[src/rtl/mem_arb_pkg.sv]
// Shared types for the memory port arbiter: requester source encoding,
// in-flight read tags and the flush-kill helper.
package mem_arb_pkg;

  localparam int ADDR_W_DEF       = 11;
  localparam int DATA_W_DEF       = 32;
  localparam int STARVE_LIMIT_DEF = 4;

  typedef enum logic [1:0] {
    SRC_NONE = 2'd0,
    SRC_IF   = 2'd1,
    SRC_LD   = 2'd2,
    SRC_ST   = 2'd3
  } src_t;

  typedef struct packed {
    src_t src;
    logic kill;
  } tag_t;

  localparam tag_t TAG_EMPTY = '{src: SRC_NONE, kill: 1'b0};

  // A flush poisons fetch entries only; load/store tags pass through untouched.
  function automatic tag_t flush_kill(input tag_t t, input logic flush);
    tag_t r;
    r      = t;
    r.kill = t.kill | (flush & (t.src == SRC_IF));
    return r;
  endfunction

endpackage

[src/rtl/arb_tag_pipe.sv]
// Two-stage tag pipeline for in-flight memory reads: routes mem_rvalid back to
// the issuing requester, drops flushed fetches and flags orphan responses.
module arb_tag_pipe
  import mem_arb_pkg::*;
#(
  parameter int DATA_W = DATA_W_DEF
) (
  input  logic              clk,
  input  logic              resetn,
  input  logic              flush_i,
  input  src_t              issue_src_i,
  input  logic              mem_rvalid_i,
  input  logic [DATA_W-1:0] mem_rdata_i,
  output logic              if_rvalid_o,
  output logic [DATA_W-1:0] if_rdata_o,
  output logic              ld_rvalid_o,
  output logic [DATA_W-1:0] ld_rdata_o,
  output logic              err_o
);

  tag_t              stage0_q, stage0_d;
  tag_t              stage1_q, stage1_d;
  tag_t              resp_tag_s;
  logic [DATA_W-1:0] if_rdata_q, if_rdata_d;
  logic [DATA_W-1:0] ld_rdata_q, ld_rdata_d;
  logic              err_q, err_d;
  logic              if_hit_s, ld_hit_s;

  // The stage1 entry answered this cycle is also subject to a concurrent flush.
  always_comb begin
    stage0_d   = flush_kill('{src: issue_src_i, kill: 1'b0}, flush_i);
    stage1_d   = flush_kill(stage0_q, flush_i);
    resp_tag_s = flush_kill(stage1_q, flush_i);
    if_hit_s   = mem_rvalid_i & (resp_tag_s.src == SRC_IF) & ~resp_tag_s.kill;
    ld_hit_s   = mem_rvalid_i & (resp_tag_s.src == SRC_LD);
    if_rdata_d = if_hit_s ? mem_rdata_i : if_rdata_q;
    ld_rdata_d = ld_hit_s ? mem_rdata_i : ld_rdata_q;
    err_d      = err_q | (mem_rvalid_i &
                 ((resp_tag_s.src == SRC_NONE) | (resp_tag_s.src == SRC_ST)));
  end

  always_ff @(posedge clk or negedge resetn) begin
    if (!resetn) begin
      stage0_q   <= TAG_EMPTY;
      stage1_q   <= TAG_EMPTY;
      if_rdata_q <= '0;
      ld_rdata_q <= '0;
      err_q      <= 1'b0;
    end else begin
      stage0_q   <= stage0_d;
      stage1_q   <= stage1_d;
      if_rdata_q <= if_rdata_d;
      ld_rdata_q <= ld_rdata_d;
      err_q      <= err_d;
    end
  end

  assign if_rvalid_o = if_hit_s;
  assign ld_rvalid_o = ld_hit_s;
  assign if_rdata_o  = if_rdata_d;
  assign ld_rdata_o  = ld_rdata_d;
  assign err_o       = err_q;

endmodule

[src/rtl/mem_port_arbiter.sv]
// Shares one memory port between fetch, load and store: fixed priority with a
// fetch anti-starvation override, registered command issue and tagged returns.
module mem_port_arbiter
  import mem_arb_pkg::*;
#(
  parameter int ADDR_W       = ADDR_W_DEF,
  parameter int DATA_W       = DATA_W_DEF,
  parameter int STARVE_LIMIT = STARVE_LIMIT_DEF
) (
  input  logic              clk,
  input  logic              resetn,
  input  logic              if_req,
  input  logic [ADDR_W-1:0] if_adrs,
  output logic              if_gnt,
  output logic              if_rvalid,
  output logic [DATA_W-1:0] if_rdata,
  input  logic              flush,
  input  logic              ld_req,
  input  logic [ADDR_W-1:0] ld_adrs,
  output logic              ld_gnt,
  output logic              ld_rvalid,
  output logic [DATA_W-1:0] ld_rdata,
  input  logic              st_req,
  input  logic [ADDR_W-1:0] st_adrs,
  input  logic [DATA_W-1:0] st_wdata,
  output logic              st_gnt,
  output logic              st_done,
  output logic              mem_r_en,
  output logic              mem_w_en,
  output logic [ADDR_W-1:0] mem_adrs,
  output logic [DATA_W-1:0] mem_wdata,
  input  logic              mem_rvalid,
  input  logic [DATA_W-1:0] mem_rdata,
  output logic              err
);

  localparam int CNT_W = $clog2(STARVE_LIMIT + 1);
  localparam logic [CNT_W-1:0] CNT_MAX = CNT_W'(STARVE_LIMIT);

  logic [CNT_W-1:0]  starve_cnt_q, starve_cnt_d;
  logic              mem_r_en_q, mem_r_en_d;
  logic              mem_w_en_q, mem_w_en_d;
  logic [ADDR_W-1:0] mem_adrs_q, mem_adrs_d;
  logic [DATA_W-1:0] mem_wdata_q, mem_wdata_d;
  logic              force_if_s;
  src_t              issue_src_s;

  // Grant selection: store > load > fetch unless fetch has waited too long.
  always_comb begin
    force_if_s = (starve_cnt_q == CNT_MAX) & if_req & ~flush;
    st_gnt     = st_req & ~force_if_s;
    ld_gnt     = ld_req & ~st_req & ~force_if_s;
    if_gnt     = if_req & ~flush & (force_if_s | (~st_req & ~ld_req));
    if (st_gnt) begin
      issue_src_s = SRC_ST;
    end else if (ld_gnt) begin
      issue_src_s = SRC_LD;
    end else if (if_gnt) begin
      issue_src_s = SRC_IF;
    end else begin
      issue_src_s = SRC_NONE;
    end
  end

  // Starvation count and next memory command; address/data hold when idle.
  always_comb begin
    if (!if_req || if_gnt) begin
      starve_cnt_d = '0;
    end else if ((st_gnt || ld_gnt) && (starve_cnt_q != CNT_MAX)) begin
      starve_cnt_d = starve_cnt_q + CNT_W'(1);
    end else begin
      starve_cnt_d = starve_cnt_q;
    end
    mem_r_en_d  = ld_gnt | if_gnt;
    mem_w_en_d  = st_gnt;
    mem_wdata_d = st_gnt ? st_wdata : mem_wdata_q;
    case (issue_src_s)
      SRC_ST:  mem_adrs_d = st_adrs;
      SRC_LD:  mem_adrs_d = ld_adrs;
      SRC_IF:  mem_adrs_d = if_adrs;
      default: mem_adrs_d = mem_adrs_q;
    endcase
  end

  always_ff @(posedge clk or negedge resetn) begin
    if (!resetn) begin
      starve_cnt_q <= '0;
      mem_r_en_q   <= 1'b0;
      mem_w_en_q   <= 1'b0;
      mem_adrs_q   <= '0;
      mem_wdata_q  <= '0;
    end else begin
      starve_cnt_q <= starve_cnt_d;
      mem_r_en_q   <= mem_r_en_d;
      mem_w_en_q   <= mem_w_en_d;
      mem_adrs_q   <= mem_adrs_d;
      mem_wdata_q  <= mem_wdata_d;
    end
  end

  assign mem_r_en  = mem_r_en_q;
  assign mem_w_en  = mem_w_en_q;
  assign mem_adrs  = mem_adrs_q;
  assign mem_wdata = mem_wdata_q;
  assign st_done   = mem_w_en_q;

  arb_tag_pipe #(
    .DATA_W (DATA_W)
  ) u_tag_pipe (
    .clk          (clk),
    .resetn       (resetn),
    .flush_i      (flush),
    .issue_src_i  (issue_src_s),
    .mem_rvalid_i (mem_rvalid),
    .mem_rdata_i  (mem_rdata),
    .if_rvalid_o  (if_rvalid),
    .if_rdata_o   (if_rdata),
    .ld_rvalid_o  (ld_rvalid),
    .ld_rdata_o   (ld_rdata),
    .err_o        (err)
  );

endmodule
[config.mk]
export PLATFORM = sky130hd
export DESIGN_NAME = mem_port_arbiter
export DESIGN_NICKNAME = d
export VERILOG_FILES = /design/src/rtl/mem_arb_pkg.sv /design/src/rtl/arb_tag_pipe.sv /design/src/rtl/mem_port_arbiter.sv
export SDC_FILE = /design/constraint.sdc
export NUM_CORES = 1
export LEC_CHECK = 0
export CORE_MARGIN = 5
export CORE_UTILIZATION = 38
export CTS_CLUSTER_DIAMETER = 200
export DETAILED_ROUTE_END_ITERATION = 7
export PLACE_DENSITY = 0.76
export SYNTH_ARGS = -nofsm -noshare
export SYNTH_HDL_FRONTEND = slang
export SYNTH_SLANG_ARGS = --single-unit
[constraint.sdc]
create_clock -name clk -period 2.4 [get_ports clk]
set_input_delay 0.48 -clock clk [delete_from_list [all_inputs] [get_ports clk]]
set_output_delay 0.48 -clock clk [all_outputs]
set_load 0.01 [all_outputs]
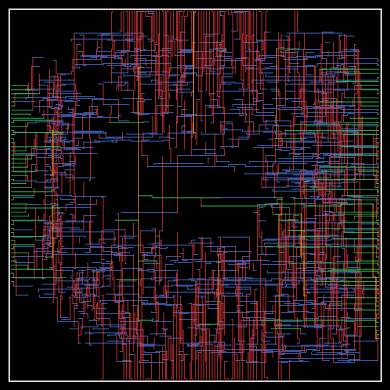
*Wiring by layer, run 1*
Drawn at 3 px/um.
red -> met2  # wire length 7580 um
orange -> met4  # wire length 335 um
green -> met3  # wire length 1190 um
blue -> met1  # wire length 5630 um
Global Route Usage Sum: 0.192
total number of vias: 3636
final WL: 14700 um
mean routed wirelength per cell: 19.3 um

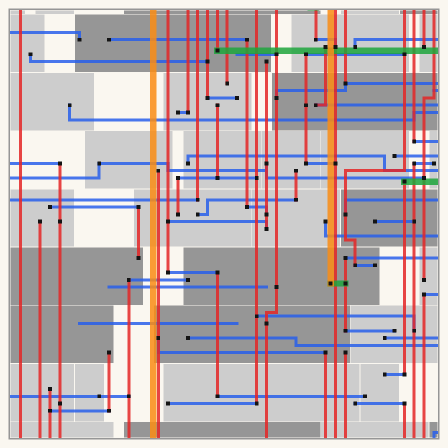
*Close-up of the layout, run 1*
Region (83, 21) to (103, 41) um. Cells in grey, sequential cells in the stronger grey; small squares are vias.
blue -> met1
green -> met3
orange -> met4
red -> met2
cells with their middle in the window = 21
sequential cells in the window = 6
netlist names of flops here include = u_tag_pipe.if_rdata_q (3), u_tag_pipe.ld_rdata_q (3)
most frequent = dfrtp_1 (6)

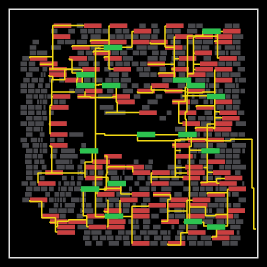
*Clock network drawn from the DEF, run 1*
Drawn at 2 px/um.
yellow -> clock wires  # length 1530 um
red -> flip-flops  # count 119
green -> cells driving clock nets  # count 17
routed clock nets = 18
Late-Pin Clk Latency: 400 ps
skew final: 6.61 ps
clk pwr: 2.36 mW

==> results.yml, run 1 <==
# flow metrics
status:
  violations: "negative setup slack"
  status: "finished, violations left"
power_and_ir_drop:
  comb-power_mw: 1.89
  intPower_mw: 5.04
  clock_power_share: 0.351
  switching_power_mw: 1.70
placed_design:
  place_area_sq_um: 7390
  pre_cts_slack_ps: -451
  dp_hpwl_um: 10100
critical_path:
  critPathLaunchType: "flip-flop"
  worstPathRequired_ps: 1920
  cp_max_fo: 8
  r2r_slack_ps: 190
  max_stage_delay_ps: 370
  worstPathCellList: "inv_1 > ha_1 > and4bb_4 > buf_12 > buf_12 > mux2_4 > buf_6"
synth:
  compound_area_frac: 0.0632
  async_reset_ff_frac: 1.00
  yosysSeqAreaShare: 0.609
  yosysWarnings: 0
  fa_ha_area_frac: 0.0179
run:
  maxCapViolCount: 0
final_timing:
  finalCritPeriodShare: 1.05
  setup_slack_ps: -113
  slew_viol_final: 0
  setup_viol: 32
floorplanning:
  die_y_um: 123
  die_w_um: 123
  core_sq_um: 12600
  tap_cells: 172
finish:
  seqCellArea_sq_um: 2980
  nFillCells: 933
  final_core_util: 0.658
  nNetsFinal: 692
  ff_count: 119
  fin_area_sq_um: 8310
  diodes: 0
clocking:
  cts_buffers: 17
  htreeDepth: 4
  clock_path_buffers: 2
global_route:
  antenna_found_initial: 0
detailed_routing:
  drt_pass1_iterations: 4
run 1: worst max-delay path: cells and delay by family (launching register included):
family / cells / cell delay, ps
AND/OR/NAND/NOR: 1 / 320
buffers and inverters: 4 / 470
adder cells (fa/ha/maj): 1 / 140
multiplexers: 1 / 320
flip-flops: 1 / 370
run 1: per-layer routing:
metal	GRT usage	up-vias	wire length, um
met1	0.208	1790	5630
met4	0.0844	0	335
li1	-	1657	-
met2	0.338	161	7580
met5	0	-	0
met3	0.0686	28	1190
run 1: how the worst max path moves through the flow:
stage / start / end / cells after the start / slack [ps]
finish: u_tag_pipe.resp_tag_s[2]$_DFF_PN0_ / if_rdata[15] / 7 / -110
global route: u_tag_pipe.resp_tag_s[2]$_DFF_PN0_ / if_rdata[15] / 7 / -190
CTS: u_tag_pipe.resp_tag_s[2]$_DFF_PN0_ / if_rdata[6] / 7 / -160
detailed placement: mem_rvalid / if_rdata[6] / 5 / -450
global placement: mem_rvalid / if_rdata[1] / 5 / -430
floorplan: starve_cnt_q[0]$_DFFE_PN0P_ / mem_adrs[9]$_DFFE_PN0P_ / 12 / 10
run 1: cells in the final DEF, fill, tap and decap left out, drive strengths merged:
master,synthesis,layout
mux2,96,96
clkdlybuf4s50,0,147
and3b,1,1
and2,2,2
clkinv,0,2
nor3b,1,1
bufinv,0,1
a21boi,2,2
dlygate4sd2,0,6
clkbuf,3,28
o21a,1,1
nand2,3,3
a21o,12,12
and3,1,1
o2bb2ai,1,1
or2,2,2
a31o,1,1
nand3,2,2
buf,15,105
nor2,13,13
ha,7,7
a2bb2oi,1,1
nand4b,1,1
a211oi,11,11
dlymetal6s2s,0,1
o21ai,1,1
and4bb,1,1
a22oi,11,11
inv,7,7
xor2,1,1
clkdlybuf4s15,0,4
dfrtp,119,119
--- run 2 (diff from run 1) ---
ABC_CLOCK_PERIOD_IN_PS = 2400   (was default)
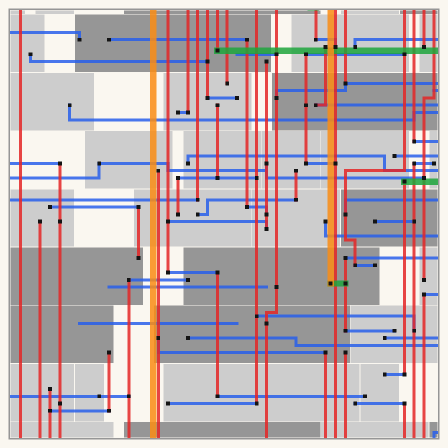
*Close-up of the layout, run 2*
Region (83, 21) to (103, 41) um. Cells in grey, sequential cells in the stronger grey; small squares are vias.
blue -> met1
red -> met2
orange -> met4
green -> met3
sequential cells in the window = 6
most frequent = dfrtp_1 (6)
cells with their middle in the window = 21
netlist names of flops here include = u_tag_pipe.if_rdata_q (3), u_tag_pipe.ld_rdata_q (3)

==> results.yml, run 2 <==
# flow metrics
status:
  status: "finished, violations left"
  violations: "negative setup slack"
floorplanning:
  die_w_um: 123
  die_y_um: 123
  die-area_sq_um: 15200
  core_sq_um: 12600
final_timing:
  tns_ps: -2620
  finalCritPeriodShare: 1.05
  grt_setup_unrepaired: "yes"
  holdWs_ps: 54.5
  setup_slack_ps: -113
  setup_viol: 32
  skew_ps: 6.61
  slew_viol_final: 0
detailed_routing:
  drt_pass1_iterations: 4
  viasPerCell: 4.76
  dr_total_vias: 3636
  finalWirelength_um: 14700
  avgRoutedWirePerCell_um: 19.3
critical_path:
  max_stage_delay_ps: 370
  worstSetupPathType: "reg -> out"
  r2r_slack_ps: 190
  worstPathCellList: "inv_1 > ha_1 > and4bb_4 > buf_12 > buf_12 > mux2_4 > buf_6"
  critPathLaunchType: "flip-flop"
  cp_max_fo: 8
  crit_buf_inv: 4
  crit_family: "buffers and inverters"
  path_depth: 7
  worstPathRequired_ps: 1920
synth:
  yosysWarnings: 0
  synthTopCellsByCount: "dfrtp_1, mux2_2, mux2_4"
  yosysSeqAreaShare: 0.609
  synth_area_per_cell_sq_um: 15.5
  synth-edff-count: 0
  yosys-top-cells-area: "dfrtp_1, mux2_2, mux2_4"
  ff_type: "dfrtp_1"
  synth.largest_area_cell: "dfrtp_1"
  async_reset_ff_frac: 1.00
  top_cell: "dfrtp_1"
  synth_cells: 316
clocking:
  cts_buffers: 17
  ctsHoldBuffers: 0
  htreeDepth: 4
  clock_path_buffers: 2
  clk_latency_ps: 400
power_and_ir_drop:
  pg_clk_mw: 2.36
  leakage_nw: 3.86
  clock_power_share: 0.351
  seq_cell_power_mw: 2.49
  intPower_mw: 5.04
  comb-power_mw: 1.89
  switching_power_mw: 1.70
placed_design:
  place_inst: 710
  io_buffers: 219
  dp_hpwl_um: 10100
  place_area_sq_um: 7390
  pre_cts_slack_ps: -451
global_route:
  first_global_vias: 3998
  grt_use_total: 0.192
  grt-ovfl-total: 0
  antenna_found_initial: 0
  grt_pass1_wl_um: 21900
finish:
  nFillCells: 933
  diodes: 0
  final_core_util: 0.658
  fin_area_sq_um: 8310
  fin_cells: 764
  layout.cells.most_common: "clkdlybuf4s50_1"
  nNetsFinal: 692
  lay_top_cells: "clkdlybuf4s50_1, dfrtp_1, mux2_4"
hold_path:
  hold_class: "in -> async"
run:
  maxCapViolCount: 0
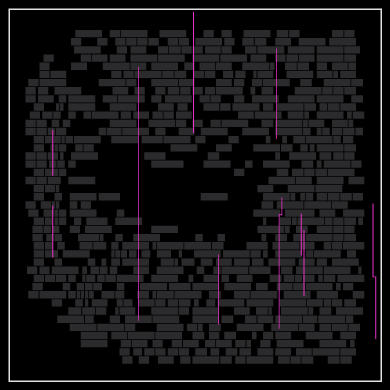
*Signal wires on met4, run 2*
Drawn at 3 px/um.
longest straight run = 84.3 um
share of all routed wire = 2.3%

==> run 2: logic make-up (layout without fill, tap and decap cells) <==
group / count (synthesis) / in the layout / share of synthesized area
DFF: 119 / 119 / 0.609
muxes: 96 / 96 / 0.242
AOI/OAI and AO/OA: 41 / 41 / 0.0632
and+or+nand+nor: 27 / 27 / 0.0297
buffers and inverters: 25 / 301 / 0.0371
adders and majority gates: 7 / 7 / 0.0179
xor gates and xnor gates: 1 / 1 / 0.00179
==> run 2: worst paths after layout <==
check                                                    from                             endpoint
max                        u_tag_pipe.resp_tag_s[2]$_DFF_PN0_                         if_rdata[15]
min                                                    resetn   u_tag_pipe.if_rdata_q[5]$_DFF_PN0_
max reg2reg                       starve_cnt_q[0]$_DFFE_PN0P_              mem_adrs[5]$_DFFE_PN0P_
min reg2reg                  u_tag_pipe.stage0_q[2]$_DFF_PN0_   u_tag_pipe.resp_tag_s[2]$_DFF_PN0_
max in group asynchronous                              resetn  u_tag_pipe.if_rdata_q[20]$_DFF_PN0_
min in group clk             u_tag_pipe.stage0_q[2]$_DFF_PN0_   u_tag_pipe.resp_tag_s[2]$_DFF_PN0_
==> run 2: final cells by class <==
class	instances	area, sq um	share of cell area
clock inverter	3	40.0	0.00482
timing repair buffer	264	2630	0.316
tap	172	215	0.0259
inverter	7	26.3	0.00316
multi-input combinational	172	1910	0.230
clock buffer	27	513	0.0618
sequential	119	2980	0.358
==> run 2: per-layer routing <==
layer,vias to the layer above,routed length (um),track usage
met1,1790,5630,0.208
met2,161,7580,0.338
met4,0,335,0.0844
met3,28,1190,0.0686
li1,1657,-,-
met5,-,0,0
==> run 2: timing repair <==
item | in CTS | in global routing
gates resized | 333 | 14
pin swaps | 1 | 1
endpoints found under the setup margin | 69 | 76
cloned | 2 | 1
buffers inserted | 17 | 4
Power figures rest on the tool's default switching activity, not on a simulated workload.
